### src/rtl/draw_scheduler_if.sv
// Bundles the draw scheduler's request, copy-engine and framebuffer signals.
// slave  : the scheduler side (takes requests and engine status, drives commands and pixels).
// master : the surrounding system side (drives requests and engine status).
interface draw_scheduler_if;
   localparam int unsigned SEL_W  = 2;
   localparam int unsigned TILE_W = 4;
   localparam int unsigned OFF_W  = 17;
   localparam int unsigned COL_W  = 3;
   localparam int unsigned X_W    = 9;
   localparam int unsigned Y_W    = 8;

   // Screen and tile requests
   logic              screen_req;
   logic [SEL_W-1:0]  screen_sel;
   logic              tile_req;
   logic [TILE_W-1:0] tile_col;
   logic [TILE_W-1:0] tile_row;
   logic [TILE_W-1:0] tile_id;
   logic              tile_ready;
   logic              tile_err;

   // Copy engine command and status
   logic              copy_go;
   logic [SEL_W-1:0]  copy_memory_select;
   logic [TILE_W-1:0] copy_tile_select;
   logic              copy_finished;
   logic              copy_write_en;
   logic [OFF_W-1:0]  copy_offset;
   logic [COL_W-1:0]  copy_colour;

   // Framebuffer pixel write
   logic [X_W-1:0]    vga_x;
   logic [Y_W-1:0]    vga_y;
   logic [COL_W-1:0]  vga_colour;
   logic              vga_plot;

   // Status
   logic              busy;
   logic              screen_done;

   modport slave (
      input  screen_req, screen_sel, tile_req, tile_col, tile_row, tile_id,
      input  copy_finished, copy_write_en, copy_offset, copy_colour,
      output tile_ready, tile_err,
      output copy_go, copy_memory_select, copy_tile_select,
      output vga_x, vga_y, vga_colour, vga_plot,
      output busy, screen_done
   );

   modport master (
      output screen_req, screen_sel, tile_req, tile_col, tile_row, tile_id,
      output copy_finished, copy_write_en, copy_offset, copy_colour,
      input  tile_ready, tile_err,
      input  copy_go, copy_memory_select, copy_tile_select,
      input  vga_x, vga_y, vga_colour, vga_plot,
      input  busy, screen_done
   );
endinterface

### src/rtl/draw_scheduler.sv
// Draw scheduler: queues tile redraws in an 8-entry FIFO, latches full-screen
// copy requests (which take priority), issues one command at a time to the
// copy engine and maps the engine's offsets onto framebuffer pixel writes.
// Ports:
//   clk      - clock, all state changes on its rising edge
//   reset_n  - asynchronous active-low reset
//   bus      - draw_scheduler_if.slave (requests, copy engine, framebuffer, status)
module draw_scheduler (
   input  logic            clk,
   input  logic            reset_n,
   draw_scheduler_if.slave bus
);
   localparam int unsigned DEPTH  = 8;
   localparam int unsigned PTR_W  = 3;
   localparam int unsigned CNT_W  = 4;
   localparam int unsigned TILE_W = 4;
   localparam int unsigned SEL_W  = 2;
   localparam int unsigned X_W    = 9;
   localparam int unsigned Y_W    = 8;
   localparam int unsigned COL_W  = 3;

   localparam logic [TILE_W-1:0] ROW_MAX     = 4'd14;
   localparam logic [SEL_W-1:0]  SEL_INVALID = 2'b11;
   localparam logic [SEL_W-1:0]  SEL_TILESET = 2'b11;

   localparam logic [1:0] S_IDLE  = 2'd0;
   localparam logic [1:0] S_ISSUE = 2'd1;
   localparam logic [1:0] S_RUN   = 2'd2;
   localparam logic [1:0] S_DONE  = 2'd3;

   typedef struct packed {
      logic [TILE_W-1:0] col;
      logic [TILE_W-1:0] row;
      logic [TILE_W-1:0] id;
   } tile_t;

   // FIFO storage and pointers
   tile_t             fifo_q [DEPTH];
   logic [PTR_W-1:0]  head_q, head_d;
   logic [PTR_W-1:0]  tail_q, tail_d;
   logic [CNT_W-1:0]  count_q, count_d;
   logic              tile_err_q, tile_err_d;

   // Screen request latch
   logic              screen_pend_q, screen_pend_d;
   logic [SEL_W-1:0]  sel_l_q, sel_l_d;

   // FSM and latched command
   logic [1:0]        state_q, state_d;
   logic              mode_q, mode_d;          // 1: screen copy, 0: tile copy
   logic [TILE_W-1:0] col_q, col_d;
   logic [TILE_W-1:0] row_q, row_d;

   // Registered outputs
   logic              copy_go_q, copy_go_d;
   logic              busy_q, busy_d;
   logic              screen_done_q, screen_done_d;
   logic [SEL_W-1:0]  mem_sel_q, mem_sel_d;
   logic [TILE_W-1:0] tile_sel_q, tile_sel_d;

   // Combinational outputs and strobes
   logic              tile_ready_c;
   logic              push;
   logic              pop;
   logic              pend_clr;
   logic              screen_set;
   tile_t             head_entry;
   tile_t             push_entry;
   logic [X_W-1:0]    vga_x_c;
   logic [Y_W-1:0]    vga_y_c;
   logic [COL_W-1:0]  vga_colour_c;
   logic              vga_plot_c;

   // Queue acceptance; a 4-bit column can never exceed 19, so only the row is range-checked
   assign tile_ready_c = (count_q != CNT_W'(DEPTH));
   assign push         = bus.tile_req & tile_ready_c & (bus.tile_row <= ROW_MAX);
   assign screen_set   = bus.screen_req & (bus.screen_sel != SEL_INVALID);
   assign head_entry   = fifo_q[head_q];
   assign push_entry   = '{col: bus.tile_col, row: bus.tile_row, id: bus.tile_id};

   // Next-state and command decode
   always_comb begin
      state_d       = state_q;
      mode_d        = mode_q;
      col_d         = col_q;
      row_d         = row_q;
      mem_sel_d     = mem_sel_q;
      tile_sel_d    = tile_sel_q;
      copy_go_d     = 1'b0;
      screen_done_d = 1'b0;
      pop           = 1'b0;
      pend_clr      = 1'b0;

      case (state_q)
         S_IDLE: begin
            mem_sel_d  = '0;
            tile_sel_d = '0;
            if (screen_pend_q) begin
               state_d   = S_ISSUE;
               mode_d    = 1'b1;
               mem_sel_d = sel_l_q;
               pend_clr  = 1'b1;
               copy_go_d = 1'b1;
            end else if (count_q != '0) begin
               state_d    = S_ISSUE;
               mode_d     = 1'b0;
               pop        = 1'b1;
               col_d      = head_entry.col;
               row_d      = head_entry.row;
               mem_sel_d  = SEL_TILESET;
               tile_sel_d = head_entry.id;
               copy_go_d  = 1'b1;
            end
         end
         S_ISSUE: begin
            state_d = S_RUN;
         end
         S_RUN: begin
            if (bus.copy_finished) begin
               state_d       = S_DONE;
               screen_done_d = mode_q;
            end
         end
         default: begin
            state_d    = S_IDLE;
            mem_sel_d  = '0;
            tile_sel_d = '0;
         end
      endcase

      busy_d = (state_d != S_IDLE);
   end

   // Queue bookkeeping, sticky error and screen latch
   always_comb begin
      head_d        = head_q;
      tail_d        = tail_q;
      count_d       = count_q;
      tile_err_d    = tile_err_q;
      screen_pend_d = screen_pend_q;
      sel_l_d       = sel_l_q;

      if (push) tail_d = tail_q + PTR_W'(1);
      if (pop)  head_d = head_q + PTR_W'(1);

      case ({push, pop})
         2'b10:   count_d = count_q + CNT_W'(1);
         2'b01:   count_d = count_q - CNT_W'(1);
         default: count_d = count_q;
      endcase

      if (bus.tile_req && !push) tile_err_d = 1'b1;

      // A request arriving while IDLE consumes the previous one stays pending
      if (screen_set) begin
         screen_pend_d = 1'b1;
         sel_l_d       = bus.screen_sel;
      end else if (pend_clr) begin
         screen_pend_d = 1'b0;
      end
   end

   // State and control registers
   always_ff @(posedge clk or negedge reset_n) begin
      if (!reset_n) begin
         state_q       <= S_IDLE;
         mode_q        <= 1'b0;
         col_q         <= '0;
         row_q         <= '0;
         head_q        <= '0;
         tail_q        <= '0;
         count_q       <= '0;
         tile_err_q    <= 1'b0;
         screen_pend_q <= 1'b0;
         sel_l_q       <= '0;
         copy_go_q     <= 1'b0;
         busy_q        <= 1'b0;
         screen_done_q <= 1'b0;
         mem_sel_q     <= '0;
         tile_sel_q    <= '0;
      end else begin
         state_q       <= state_d;
         mode_q        <= mode_d;
         col_q         <= col_d;
         row_q         <= row_d;
         head_q        <= head_d;
         tail_q        <= tail_d;
         count_q       <= count_d;
         tile_err_q    <= tile_err_d;
         screen_pend_q <= screen_pend_d;
         sel_l_q       <= sel_l_d;
         copy_go_q     <= copy_go_d;
         busy_q        <= busy_d;
         screen_done_q <= screen_done_d;
         mem_sel_q     <= mem_sel_d;
         tile_sel_q    <= tile_sel_d;
      end
   end

   // FIFO storage; contents are don't-care until written, so no reset
   always_ff @(posedge clk) begin
      if (push) fifo_q[tail_q] <= push_entry;
   end

   // Zero-latency pixel path from the copy engine, silent outside RUN
   always_comb begin
      vga_plot_c   = 1'b0;
      vga_colour_c = '0;
      vga_x_c      = '0;
      vga_y_c      = '0;
      if (state_q == S_RUN) begin
         vga_plot_c   = bus.copy_write_en;
         vga_colour_c = bus.copy_colour;
         if (mode_q) begin
            vga_x_c = bus.copy_offset[8:0];
            vga_y_c = bus.copy_offset[16:9];
         end else begin
            // col*16 + offset[3:0] is a plain concatenation since offset[3:0] < 16
            vga_x_c = X_W'({col_q, bus.copy_offset[3:0]});
            vga_y_c = {row_q, bus.copy_offset[7:4]};
         end
      end
   end

   assign bus.tile_ready         = tile_ready_c;
   assign bus.tile_err           = tile_err_q;
   assign bus.copy_go            = copy_go_q;
   assign bus.copy_memory_select = mem_sel_q;
   assign bus.copy_tile_select   = tile_sel_q;
   assign bus.busy               = busy_q;
   assign bus.screen_done        = screen_done_q;
   assign bus.vga_plot           = vga_plot_c;
   assign bus.vga_colour         = vga_colour_c;
   assign bus.vga_x              = vga_x_c;
   assign bus.vga_y              = vga_y_c;
endmodule

### src/flat_wrapper.sv
// flat-port wrapper written by rule: the top's interface ports become plain ports
module draw_scheduler_flat 
  (clk, reset_n, bus_screen_req, bus_screen_sel, bus_tile_req, bus_tile_col, bus_tile_row, bus_tile_id, bus_copy_finished, bus_copy_write_en, bus_copy_offset, bus_copy_colour, bus_tile_ready, bus_tile_err, bus_copy_go, bus_copy_memory_select, bus_copy_tile_select, bus_vga_x, bus_vga_y, bus_vga_colour, bus_vga_plot, bus_busy, bus_screen_done);
  draw_scheduler_if bus_i ();
  input  logic clk;
  input  logic reset_n;
  input wire logic [$bits(bus_i.screen_req)-1:0] bus_screen_req;
  input wire logic [$bits(bus_i.screen_sel)-1:0] bus_screen_sel;
  input wire logic [$bits(bus_i.tile_req)-1:0] bus_tile_req;
  input wire logic [$bits(bus_i.tile_col)-1:0] bus_tile_col;
  input wire logic [$bits(bus_i.tile_row)-1:0] bus_tile_row;
  input wire logic [$bits(bus_i.tile_id)-1:0] bus_tile_id;
  input wire logic [$bits(bus_i.copy_finished)-1:0] bus_copy_finished;
  input wire logic [$bits(bus_i.copy_write_en)-1:0] bus_copy_write_en;
  input wire logic [$bits(bus_i.copy_offset)-1:0] bus_copy_offset;
  input wire logic [$bits(bus_i.copy_colour)-1:0] bus_copy_colour;
  output wire logic [$bits(bus_i.tile_ready)-1:0] bus_tile_ready;
  output wire logic [$bits(bus_i.tile_err)-1:0] bus_tile_err;
  output wire logic [$bits(bus_i.copy_go)-1:0] bus_copy_go;
  output wire logic [$bits(bus_i.copy_memory_select)-1:0] bus_copy_memory_select;
  output wire logic [$bits(bus_i.copy_tile_select)-1:0] bus_copy_tile_select;
  output wire logic [$bits(bus_i.vga_x)-1:0] bus_vga_x;
  output wire logic [$bits(bus_i.vga_y)-1:0] bus_vga_y;
  output wire logic [$bits(bus_i.vga_colour)-1:0] bus_vga_colour;
  output wire logic [$bits(bus_i.vga_plot)-1:0] bus_vga_plot;
  output wire logic [$bits(bus_i.busy)-1:0] bus_busy;
  output wire logic [$bits(bus_i.screen_done)-1:0] bus_screen_done;
  assign bus_i.screen_req = bus_screen_req;
  assign bus_i.screen_sel = bus_screen_sel;
  assign bus_i.tile_req = bus_tile_req;
  assign bus_i.tile_col = bus_tile_col;
  assign bus_i.tile_row = bus_tile_row;
  assign bus_i.tile_id = bus_tile_id;
  assign bus_i.copy_finished = bus_copy_finished;
  assign bus_i.copy_write_en = bus_copy_write_en;
  assign bus_i.copy_offset = bus_copy_offset;
  assign bus_i.copy_colour = bus_copy_colour;
  assign bus_tile_ready = bus_i.tile_ready;
  assign bus_tile_err = bus_i.tile_err;
  assign bus_copy_go = bus_i.copy_go;
  assign bus_copy_memory_select = bus_i.copy_memory_select;
  assign bus_copy_tile_select = bus_i.copy_tile_select;
  assign bus_vga_x = bus_i.vga_x;
  assign bus_vga_y = bus_i.vga_y;
  assign bus_vga_colour = bus_i.vga_colour;
  assign bus_vga_plot = bus_i.vga_plot;
  assign bus_busy = bus_i.busy;
  assign bus_screen_done = bus_i.screen_done;
  draw_scheduler u_core (.clk(clk), .reset_n(reset_n), .bus(bus_i));
endmodule
### config.mk
export PLATFORM = sky130hd
export DESIGN_NAME = draw_scheduler_flat
export DESIGN_NICKNAME = d
export VERILOG_FILES = /design/src/rtl/draw_scheduler_if.sv /design/src/rtl/draw_scheduler.sv /design/src/flat_wrapper.sv
export SDC_FILE = /design/constraint.sdc
export NUM_CORES = 1
export LEC_CHECK = 0
export CORE_MARGIN = 2
export CORE_UTILIZATION = 59
export DETAILED_ROUTE_END_ITERATION = 8
export GPL_ROUTABILITY_DRIVEN = 0
export PLACE_DENSITY = 0.88
export SYNTH_ARGS = -nofsm -noshare
export SYNTH_HDL_FRONTEND = slang
export SYNTH_SLANG_ARGS = --single-unit
export TNS_END_PERCENT = 20
### constraint.sdc
create_clock -name clk -period 4.7 [get_ports clk]
set_input_delay 1.175 -clock clk [delete_from_list [all_inputs] [get_ports clk]]
set_output_delay 1.175 -clock clk [all_outputs]
set_load 0.02 [all_outputs]
==> Changelog: implementation <==
### Physical design

- GR Util All Layers: 23.60%
- FA/HA/MAJ Cells, Area Fraction: 1.839%
- Final hold violation count: 0
- Clk pwr share: 28.7%
- Complex Gates by Area: 3.080%
- Drt wl/cell: 20.88 um
- Post-Syn Instances: 317
- Max cap viols: 0
- Reg power frac: 39.8%
- Slew Viols, Final: 0
- Buf/Inv on CP: 2
- CTS sink cnt: 130
- Worst r2r src: u_core.count_q[1]
- First-pass GRT wire length: 17.01 mm
- Distinct lib cells: 42
- Worst rel slew slack: 30.27%
- Count of tool warnings: 29
- Initial antenna violation count: 0
- Critical path fanouts, max: 2
- Core area: 9109 sq um
- Top-count cell post-synth: edfxtp_1
- EDFF count, synth: 96
- Pleak: 2.541 nW
- CP max-delay cell: clkdlybuf4s50_1
- Crit path kind: in -> out
- Top cell area share: 52.95%
- Cell area power density: 630.6 nW/um^2
- Post-synth top cells: edfxtp_1 (96), dfrtp_1 (34), mux2i_1 (20), nor2_1 (19)
- YS chip area: 5444 sq um
- Reg2reg path depth: 8
- Status: finished clean
- Cts repair resizes: 0
- Die area: 10,010 sq um
- CP top delay family: buffers and inverters
- Share of layout cells above drive strength 1: 14.46%
- Post-CTS setup buffers: 0
- Std cell rows: 35
kinds of logic (layout without fill, tap and decap cells):
kind of cell | Yosys count | after routing
flip-flops | 130 | 130
AND/OR/NAND/NOR | 76 | 76
adder cells (fa/ha/maj) | 8 | 8
AND-OR/OR-AND | 24 | 24
buffers and inverters | 21 | 119
XOR/XNOR | 9 | 9
multiplexers | 49 | 49
flip-flops by register name (all words and copies together) (netlist names), 3 cells and up:
register	cells
u_core.col_q	4
u_core.fifo_q	96
u_core.tail_q	3
u_core.head_q	3
u_core.bus.copy_tile_select	4
u_core.row_q	4
u_core.count_q	4
how the worst max path moves through the flow:
stage                             from                   to  slack (ns)  depth (start not counted)
floorplan              bus_tile_row[2]  u_core.fifo_q[0][0]        1.56                          4
global placement       bus_tile_row[2]    u_core.count_q[2]        1.07                         11
detailed placement     bus_tile_row[2]    u_core.count_q[3]        0.99                          9
CTS                 bus_copy_offset[6]         bus_vga_x[6]        1.01                          4
global route        bus_copy_offset[6]         bus_vga_y[2]        0.93                          4
finish              bus_copy_offset[6]         bus_vga_y[2]        1.03                          4
worst register-to-register path, stage by stage, from the launching register on:
cell       delay, ns
dfrtp_1         0.46
or4b_1          0.60
and3_4          0.21
inv_2           0.17
ha_1            0.32
nand3b_1        0.12
a2111oi_0       0.55
nor3_1          0.15
xnor2_1         0.16
layout by cell type (no fill, tap or decap), types with 2 or more instances in the layout:
cell type,count
mux2_2,4
a21oi_1,10
ha_1,8
clkdlybuf4s50_1,71
a22o_1,5
nand2_1,13
o31ai_1,2
a21o_1,2
clkbuf_16,18
mux2i_1,20
and2_1,8
nor2b_1,14
xor2_1,4
edfxtp_1,96
dfrtp_1,34
xnor2_1,5
buf_4,11
clkinv_4,2
mux4_2,10
and3_1,2
nand2b_1,4
clkbuf_1,3
clkinvlp_4,5
inv_1,4
o21ai_0,2
mux4_1,14
nor3_1,6
nor2_1,19
per-stage QoR:
stage	utilization [%]	setup WS, ns	hold WS [ns]
after global routing	75.37	0.9338	0.4830
after global placement	69.07	1.066	0.4384
final	75.37	1.026	0.4791
after detailed placement	69.07	0.9924	0.4587
after floorplan	-	1.563	0.4672
after CTS	75.37	1.010	0.4779
power groups by stage:
stage,registers [W],clock network [W],logic (W)
after detailed placement,0.00174,0,0.00136
after floorplan,0.00163,0,0.000997
after CTS,0.00172,0.00126,0.00137
after global routing,0.00175,0.00131,0.00147
after global placement,0.00172,0,0.00131
final,0.00172,0.00124,0.00136
area by class of cell:
class                      count  area, sq um
multi-input combinational    166         1607
clock inverter                10        98.84
timing repair buffer          82        793.3
inverter                       5        18.77
clock buffer                  22        475.5
sequential                   130         3734
tap                          111        138.9
fill                         513         2243
metal layers:
layer	GRT usage (%)	vias to the layer above	wire length, um
li1	-	1395	-
met4	10.01	0	240
met1	30.33	1554	4504
met3	6.894	22	782
met2	38.15	140	5457
met5	0	-	0
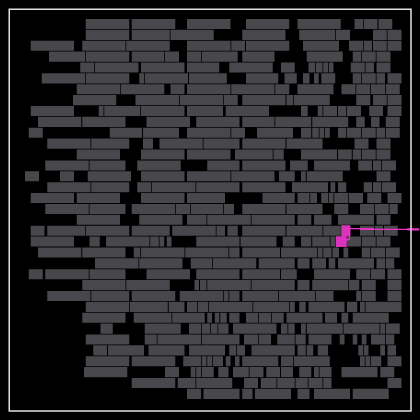
(wires at chosen ports, followed through buffers)
(4 px per um)
`bus_copy_finished`: marked magenta, bits 1, direction input, end cells 2, buffers 1, wire 23.4 um.
I/O pin cnt: 72
PortBufs: 71

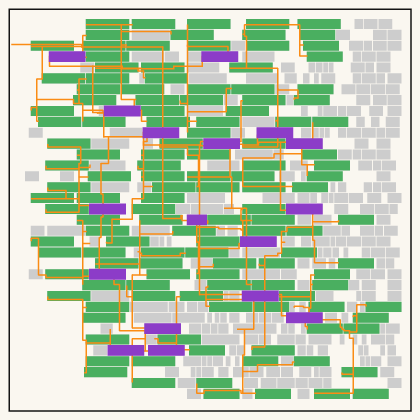
(clock distribution)
(4 px per um)
flip-flops: marked green, count 130. clock-net drivers: marked purple, count 17. clock wires: marked orange, length 1,460 um.
There are 18 routed clock nets.

Power and IR drop assume default switching activity.
